[src/rtl/snake_body_pkg.sv]
// Shared playfield geometry, coordinate widths, directions and start-of-game constants for the snake block.
// Latency: none; this package holds only declarations.
// Backpressure: not applicable.
package snake_body_pkg;

    localparam int GAME_WIDTH  = 20;
    localparam int GAME_HEIGHT = 15;
    localparam int MAX_LEN     = 32;

    localparam int X_W   = 5;
    localparam int Y_W   = 4;
    localparam int LEN_W = 6;
    localparam int PTR_W = $clog2(MAX_LEN);

    typedef enum logic [1:0] {
        DIR_RIGHT = 2'b00,
        DIR_DOWN  = 2'b01,
        DIR_LEFT  = 2'b10,
        DIR_UP    = 2'b11
    } dir_e;

    typedef enum logic [1:0] {
        ST_INIT = 2'b00,
        ST_RUN  = 2'b01,
        ST_OVER = 2'b10
    } state_e;

    typedef struct packed {
        logic [X_W-1:0] x;
        logic [Y_W-1:0] y;
    } coord_t;

    // Head starts at (3,8); the body trails left to (1,8) in slots 1 and 0.
    localparam logic [X_W-1:0]   START_X   = X_W'(3);
    localparam logic [Y_W-1:0]   START_Y   = Y_W'(8);
    localparam logic [PTR_W-1:0] START_PTR = PTR_W'(2);
    localparam logic [LEN_W-1:0] START_LEN = LEN_W'(3);

    // Opposite directions differ only in bit 1 (right/left, down/up).
    function automatic logic is_opposite(input dir_e a, input dir_e b);
        return ((a ^ b) == 2'b10);
    endfunction

endpackage

[src/rtl/snake_body_streamer.sv]
// Streams one segment per clock, head first, from a snapshot of (head_ptr, length) taken at each pass start.
// Latency: 1 cycle from index to registered snake_* outputs.
// Backpressure: none. Passes run back-to-back with no gap while en is high.
module snake_streamer
    import snake_body_pkg::*;
(
    input  logic             clk,
    input  logic             rst,
    input  logic             en,
    input  logic [PTR_W-1:0] head_ptr,
    input  logic [LEN_W-1:0] length,
    output logic [PTR_W-1:0] rd_addr,
    input  coord_t           rd_dat,
    output logic             pass_start,
    output logic [X_W-1:0]   snake_x,
    output logic [Y_W-1:0]   snake_y,
    output logic             snake_first,
    output logic             snake_last,
    output logic             snake_valid
);

    logic [PTR_W-1:0] idx;
    logic [PTR_W-1:0] snap_ptr;
    logic [LEN_W-1:0] snap_len;
    logic [PTR_W-1:0] cur_ptr;
    logic [LEN_W-1:0] cur_len;
    logic             at_last;

    // Index 0 reads the live pointer and length, which become the snapshot for the rest of the pass.
    always_comb begin
        cur_ptr    = (idx == '0) ? head_ptr : snap_ptr;
        cur_len    = (idx == '0) ? length   : snap_len;
        rd_addr    = cur_ptr - idx;
        at_last    = (LEN_W'(idx) == (cur_len - LEN_W'(1)));
        pass_start = en && (idx == '0);
    end

    // Advance the index, capture the snapshot, and register the segment with its flags.
    always_ff @(posedge clk) begin
        if (rst || !en) begin
            idx         <= '0;
            snap_ptr    <= '0;
            snap_len    <= '0;
            snake_x     <= '0;
            snake_y     <= '0;
            snake_first <= 1'b0;
            snake_last  <= 1'b0;
            snake_valid <= 1'b0;
        end else begin
            if (idx == '0) begin
                snap_ptr <= head_ptr;
                snap_len <= length;
            end
            idx         <= at_last ? '0 : (idx + PTR_W'(1));
            snake_x     <= rd_dat.x;
            snake_y     <= rd_dat.y;
            snake_first <= (idx == '0);
            snake_last  <= at_last;
            snake_valid <= 1'b1;
        end
    end

endmodule

[src/rtl/snake_body.sv]
// Snake segment buffer: applies step/grow moves, detects wall and self collisions, and feeds the segment streamer.
// Latency: head_x/head_y update 1 cycle after step; the stream trails the buffer by 1 cycle.
// Backpressure: none. A step outside RUN is dropped, and the stream never stalls.
module snake_body
    import snake_body_pkg::*;
(
    input  logic             clk,
    input  logic             rst,
    input  logic             step,
    input  logic [1:0]       dir,
    input  logic             grow,
    output logic [X_W-1:0]   head_x,
    output logic [Y_W-1:0]   head_y,
    output logic [X_W-1:0]   snake_x,
    output logic [Y_W-1:0]   snake_y,
    output logic             snake_first,
    output logic             snake_last,
    output logic             snake_valid,
    output logic [LEN_W-1:0] length,
    output logic             failure,
    output logic             success
);

    state_e           state;
    state_e           state_nxt;
    logic [1:0]       init_cnt;
    logic [PTR_W-1:0] head_ptr;
    dir_e             last_dir;
    dir_e             dir_in;
    dir_e             eff_dir;
    coord_t           mem [MAX_LEN];

    logic [X_W:0]     nx;
    logic [Y_W:0]     ny;
    coord_t           new_head;
    logic             wall;
    logic             self_hit;
    logic [LEN_W-1:0] len_nxt;

    logic             move_ok;
    logic             set_fail;
    logic             set_succ;
    logic             mem_we;
    logic [PTR_W-1:0] mem_wa;
    coord_t           mem_wd;

    logic [PTR_W-1:0] rd_addr;
    coord_t           rd_dat;
    logic             pass_start;
    // Set when the head moves; cleared when a pass snapshots after the move.
    // While set, the streamed body may include a tail that has already been vacated, so it is not compared.
    logic             stale;

    assign dir_in = dir_e'(dir);
    assign rd_dat = mem[rd_addr];

    // Candidate head: one extra bit on each axis keeps GAME_WIDTH+1 and GAME_HEIGHT+1 representable for the wall test.
    always_comb begin
        eff_dir = is_opposite(dir_in, last_dir) ? last_dir : dir_in;
        nx      = {1'b0, head_x};
        ny      = {1'b0, head_y};
        case (eff_dir)
            DIR_RIGHT: nx = nx + (X_W+1)'(1);
            DIR_DOWN:  ny = ny + (Y_W+1)'(1);
            DIR_LEFT:  nx = nx - (X_W+1)'(1);
            DIR_UP:    ny = ny - (Y_W+1)'(1);
            default:   nx = nx;
        endcase
        new_head = {nx[X_W-1:0], ny[Y_W-1:0]};
        wall     = (nx == '0) || (nx == (X_W+1)'(GAME_WIDTH + 1)) ||
                   (ny == '0) || (ny == (Y_W+1)'(GAME_HEIGHT + 1));
        len_nxt  = length + LEN_W'(grow);
        self_hit = (state == ST_RUN) && snake_valid && !snake_first && !stale &&
                   (snake_x == head_x) && (snake_y == head_y);
    end

    // Next-state logic, plus the buffer write for initial fill and accepted moves.
    always_comb begin
        state_nxt = state;
        move_ok   = 1'b0;
        set_fail  = 1'b0;
        set_succ  = 1'b0;
        mem_we    = 1'b0;
        mem_wa    = head_ptr + PTR_W'(1);
        mem_wd    = new_head;
        case (state)
            ST_INIT: begin
                mem_we = 1'b1;
                mem_wa = START_PTR - PTR_W'(init_cnt);
                mem_wd = {START_X - X_W'(init_cnt), START_Y};
                if (init_cnt == 2'd2) begin
                    state_nxt = ST_RUN;
                end
            end
            ST_RUN: begin
                if (self_hit) begin
                    set_fail  = 1'b1;
                    state_nxt = ST_OVER;
                end else if (step) begin
                    if (wall) begin
                        // The buffer is left untouched so the displayed snake stays on the field.
                        set_fail  = 1'b1;
                        state_nxt = ST_OVER;
                    end else begin
                        move_ok = 1'b1;
                        mem_we  = 1'b1;
                        if (len_nxt == LEN_W'(MAX_LEN)) begin
                            set_succ  = 1'b1;
                            state_nxt = ST_OVER;
                        end
                    end
                end
            end
            ST_OVER: begin
                state_nxt = ST_OVER;
            end
            default: begin
                state_nxt = ST_INIT;
            end
        endcase
    end

    // State register.
    always_ff @(posedge clk) begin
        if (rst) begin
            state <= ST_INIT;
        end else begin
            state <= state_nxt;
        end
    end

    // Segment buffer. Slots are only meaningful once written, so no reset is needed.
    always_ff @(posedge clk) begin
        if (mem_we) begin
            mem[mem_wa] <= mem_wd;
        end
    end

    // Head, length, direction history, snapshot freshness and sticky status flags.
    always_ff @(posedge clk) begin
        if (rst) begin
            init_cnt <= '0;
            head_ptr <= START_PTR;
            head_x   <= START_X;
            head_y   <= START_Y;
            length   <= START_LEN;
            last_dir <= DIR_RIGHT;
            failure  <= 1'b0;
            success  <= 1'b0;
            stale    <= 1'b1;
        end else begin
            if (state == ST_INIT) begin
                init_cnt <= init_cnt + 2'd1;
            end
            if (move_ok) begin
                head_ptr <= head_ptr + PTR_W'(1);
                head_x   <= new_head.x;
                head_y   <= new_head.y;
                last_dir <= eff_dir;
                length   <= len_nxt;
                stale    <= 1'b1;
            end else if (pass_start) begin
                stale <= 1'b0;
            end
            if (set_fail) begin
                failure <= 1'b1;
            end
            if (set_succ) begin
                success <= 1'b1;
            end
        end
    end

    snake_streamer u_streamer (
        .clk         (clk),
        .rst         (rst),
        .en          (state != ST_INIT),
        .head_ptr    (head_ptr),
        .length      (length),
        .rd_addr     (rd_addr),
        .rd_dat      (rd_dat),
        .pass_start  (pass_start),
        .snake_x     (snake_x),
        .snake_y     (snake_y),
        .snake_first (snake_first),
        .snake_last  (snake_last),
        .snake_valid (snake_valid)
    );

endmodule

[config.mk]
export PLATFORM = sky130hd
export DESIGN_NAME = snake_body
export DESIGN_NICKNAME = d
export VERILOG_FILES = /design/src/rtl/snake_body_pkg.sv /design/src/rtl/snake_body_streamer.sv /design/src/rtl/snake_body.sv
export SDC_FILE = /design/constraint.sdc
export NUM_CORES = 1
export LEC_CHECK = 0
export ABC_CLOCK_PERIOD_IN_PS = 12650
export CAP_MARGIN = 40
export CORE_MARGIN = 4
export CORE_UTILIZATION = 60
export DETAILED_ROUTE_END_ITERATION = 10
export PLACE_DENSITY = 0.76
export SYNTH_ARGS = -nofsm -noshare
export SYNTH_HDL_FRONTEND = slang
export SYNTH_SLANG_ARGS = --single-unit
[constraint.sdc]
create_clock -name clk -period 12.65 [get_ports clk]
set_clock_uncertainty 0.05 [all_clocks]
set_input_delay 3.1625 -clock clk [delete_from_list [all_inputs] [get_ports clk]]
set_output_delay 3.1625 -clock clk [all_outputs]
set_load 0.02 [all_outputs]
Fig. 1: run 1, layout detail
Bar = 10 um. Region (67, 67) to (97, 97) um. Cells in grey, sequential cells in the stronger grey; small squares are vias.
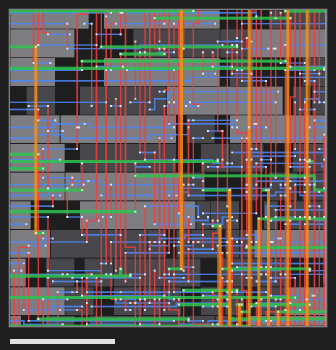
[M4] orange
[M3] green
[M2] red
[M1] blue
netlist names of flops here include: mem (11)
sequential cells in the window: 11
cells with their middle in the window: 54
most frequent: nor2_1 (12), edfxtp_1 (11), a211oi_1 (10)

Fig. 2: run 1, M4 wires
Supply wires on this layer in grey.
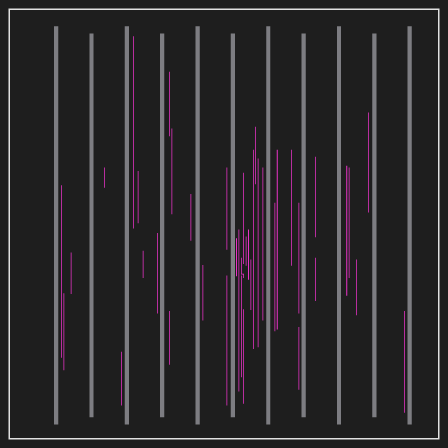
longest straight run: 76.2 um
wire length on this layer: 1,410 um
nets with wire on the layer: 31
share of all routed wire: 3.9%
main direction: vertical

Fig. 3: run 1, clock wiring as the flow saved it
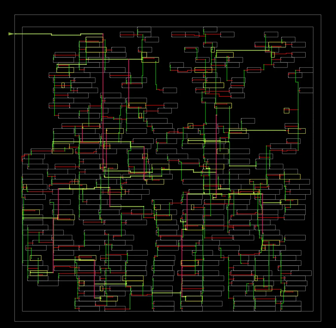
clk latency late pin: 520 ps
Clk. pwr: 1.11 mW

==> qor.txt, run 1 <==
status -> finished clean
R2R Setup Slk -> 7630 ps
worst-path cell chain -> clkdlybuf4s50_1, buf_4, xor2_2, mux2i_2, nand2b_1, inv_1, ha_1, a21o_1, a21oi_1, xnor2_1, or3_1, a31o_1, a211o_2, buf_4, o32a_1, nor2_1
seq_cells -> 345
max FFs per register -> 288
Final clock-cell share -> 0.0727
postcts setup bufs -> 0
Top cells excl fill/tap -> edfxtp_1, mux4_2, nor2_1
syn_nets -> 957
FF+latch count, synth -> 345
pre-CTS WS -> 4200 ps
# rows -> 56
H-tree levels -> 2
mux share -> 0.137
met2 WL post-DR -> 16,700 um
number of ordinary inverters in the final layout -> 20
Flop pwr share -> 0.357
largest class -> flip-flops and latches
PostCTS Resize Cnt -> 0
Sequential Area -> 9790 um^2
Clock power frac -> 0.270
signal buffers share of area -> 0.0469
overall routed net length -> 36,400 um
Final Wtd Congestion -> 0.871
fin cells -> 1,327
Comb power frac -> 0.373
category of the most critical setup path -> primary input to flip-flop
initial DRC count -> 1,151
Detail Placement HPWL -> 22,800 um
placed inst area -> 15,800 um^2
Post-synth EDFFs -> 288
Non-clk bufs -> 76
gr busiest metal -> met2
Post-Syn Instances -> 932
met3 Use GR -> 0.0803
Worst Hold End -> failure$_SDFFE_PP0P_
slowest CP cell -> nor2_1
met2 Use GR -> 0.425
design area -> 17,100 um^2
register area share after synthesis -> 0.668
Combinational Area -> 4780 um^2
--- run 2 (diff from run 1) ---
--- a/config.mk
+++ b/config.mk
@@ -5,7 +5,7 @@
 export SDC_FILE = /design/constraint.sdc
 export NUM_CORES = 1
 export LEC_CHECK = 0
-export ABC_CLOCK_PERIOD_IN_PS = 12650
+export ABC_CLOCK_PERIOD_IN_PS = 7600
 export CAP_MARGIN = 40
 export CORE_MARGIN = 4
 export CORE_UTILIZATION = 60
==> constraint.sdc (replaced) <==
create_clock -name clk -period 7.6 [get_ports clk]
set_clock_uncertainty 0.05 [all_clocks]
set_input_delay 1.9 -clock clk [delete_from_list [all_inputs] [get_ports clk]]
set_output_delay 1.9 -clock clk [all_outputs]
set_load 0.02 [all_outputs]
Fig. 4: run 2, M4 wires
Supply wires on this layer in grey.
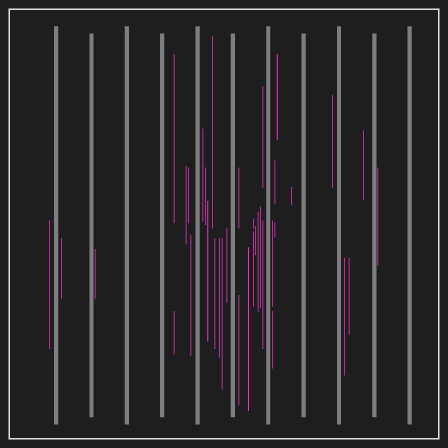
longest straight run: 73.4 um
wire length on this layer: 1,250 um

==> run 2 against run 1 <==
Clock power grew 56%. Sequential share of layout area shrank 0.14 points. Combinational power grew 66%. Cell count grew 0.75%. Total power grew 64%. Synthesized cell count is the same. Utilization grew 0.18 points.
==> qor.txt, run 2 <==
met3 Use GR -> 0.0597
Synth top cell by count -> edfxtp_1
FF+latch count, synth -> 345
number of ordinary inverters in the final layout -> 20
Detail Placement HPWL -> 22,300 um
PostCTS Resize Cnt -> 0
top_reg_cell synth -> edfxtp_1
antenna viol nets, final -> 0
Clock power frac -> 0.256
pre-CTS WS -> 821 ps
initial DRC count -> 1,298
Non-clk bufs -> 84
Combinational Area -> 4780 um^2
register area share after synthesis -> 0.668
category of the most critical setup path -> primary input to flip-flop
Final Wtd Congestion -> 0.881
syn_nets -> 957
postcts setup bufs -> 0
signal buffers share of area -> 0.0532
max FFs per register -> 288
met2 WL post-DR -> 16,200 um
Clk. pwr -> 1.73 mW
placed inst area -> 15,900 um^2
mux share -> 0.137
Post-Syn Instances -> 932
fin cells -> 1,337
clk latency late pin -> 520 ps
gr busiest metal -> met2
seq_cells -> 345
overall routed net length -> 35,300 um
Final clock-cell share -> 0.0686
slowest CP cell -> nor2_1
Post-synth EDFFs -> 288
Worst Hold End -> failure$_SDFFE_PP0P_
Flop pwr share -> 0.363
Final Core Density -> 0.721
status -> finished clean
Sequential Area -> 9790 um^2
Fig. 5: run 2, layout detail
Bar = 10 um. Region (67, 67) to (97, 97) um. Cells in grey, sequential cells in the stronger grey; small squares are vias.
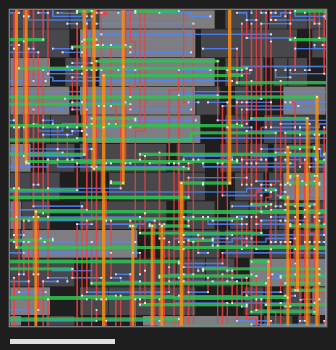
[M1] blue
[M3] green
[M4] orange
[M2] red
most frequent: a211oi_1 (15), a21oi_1 (9), edfxtp_1 (8)
sequential cells in the window: 9
cells with their middle in the window: 63
netlist names of flops here include: mem (8), u_streamer.snake_x (1)

No activity file was given, so power comes from the tool's default toggle rates.
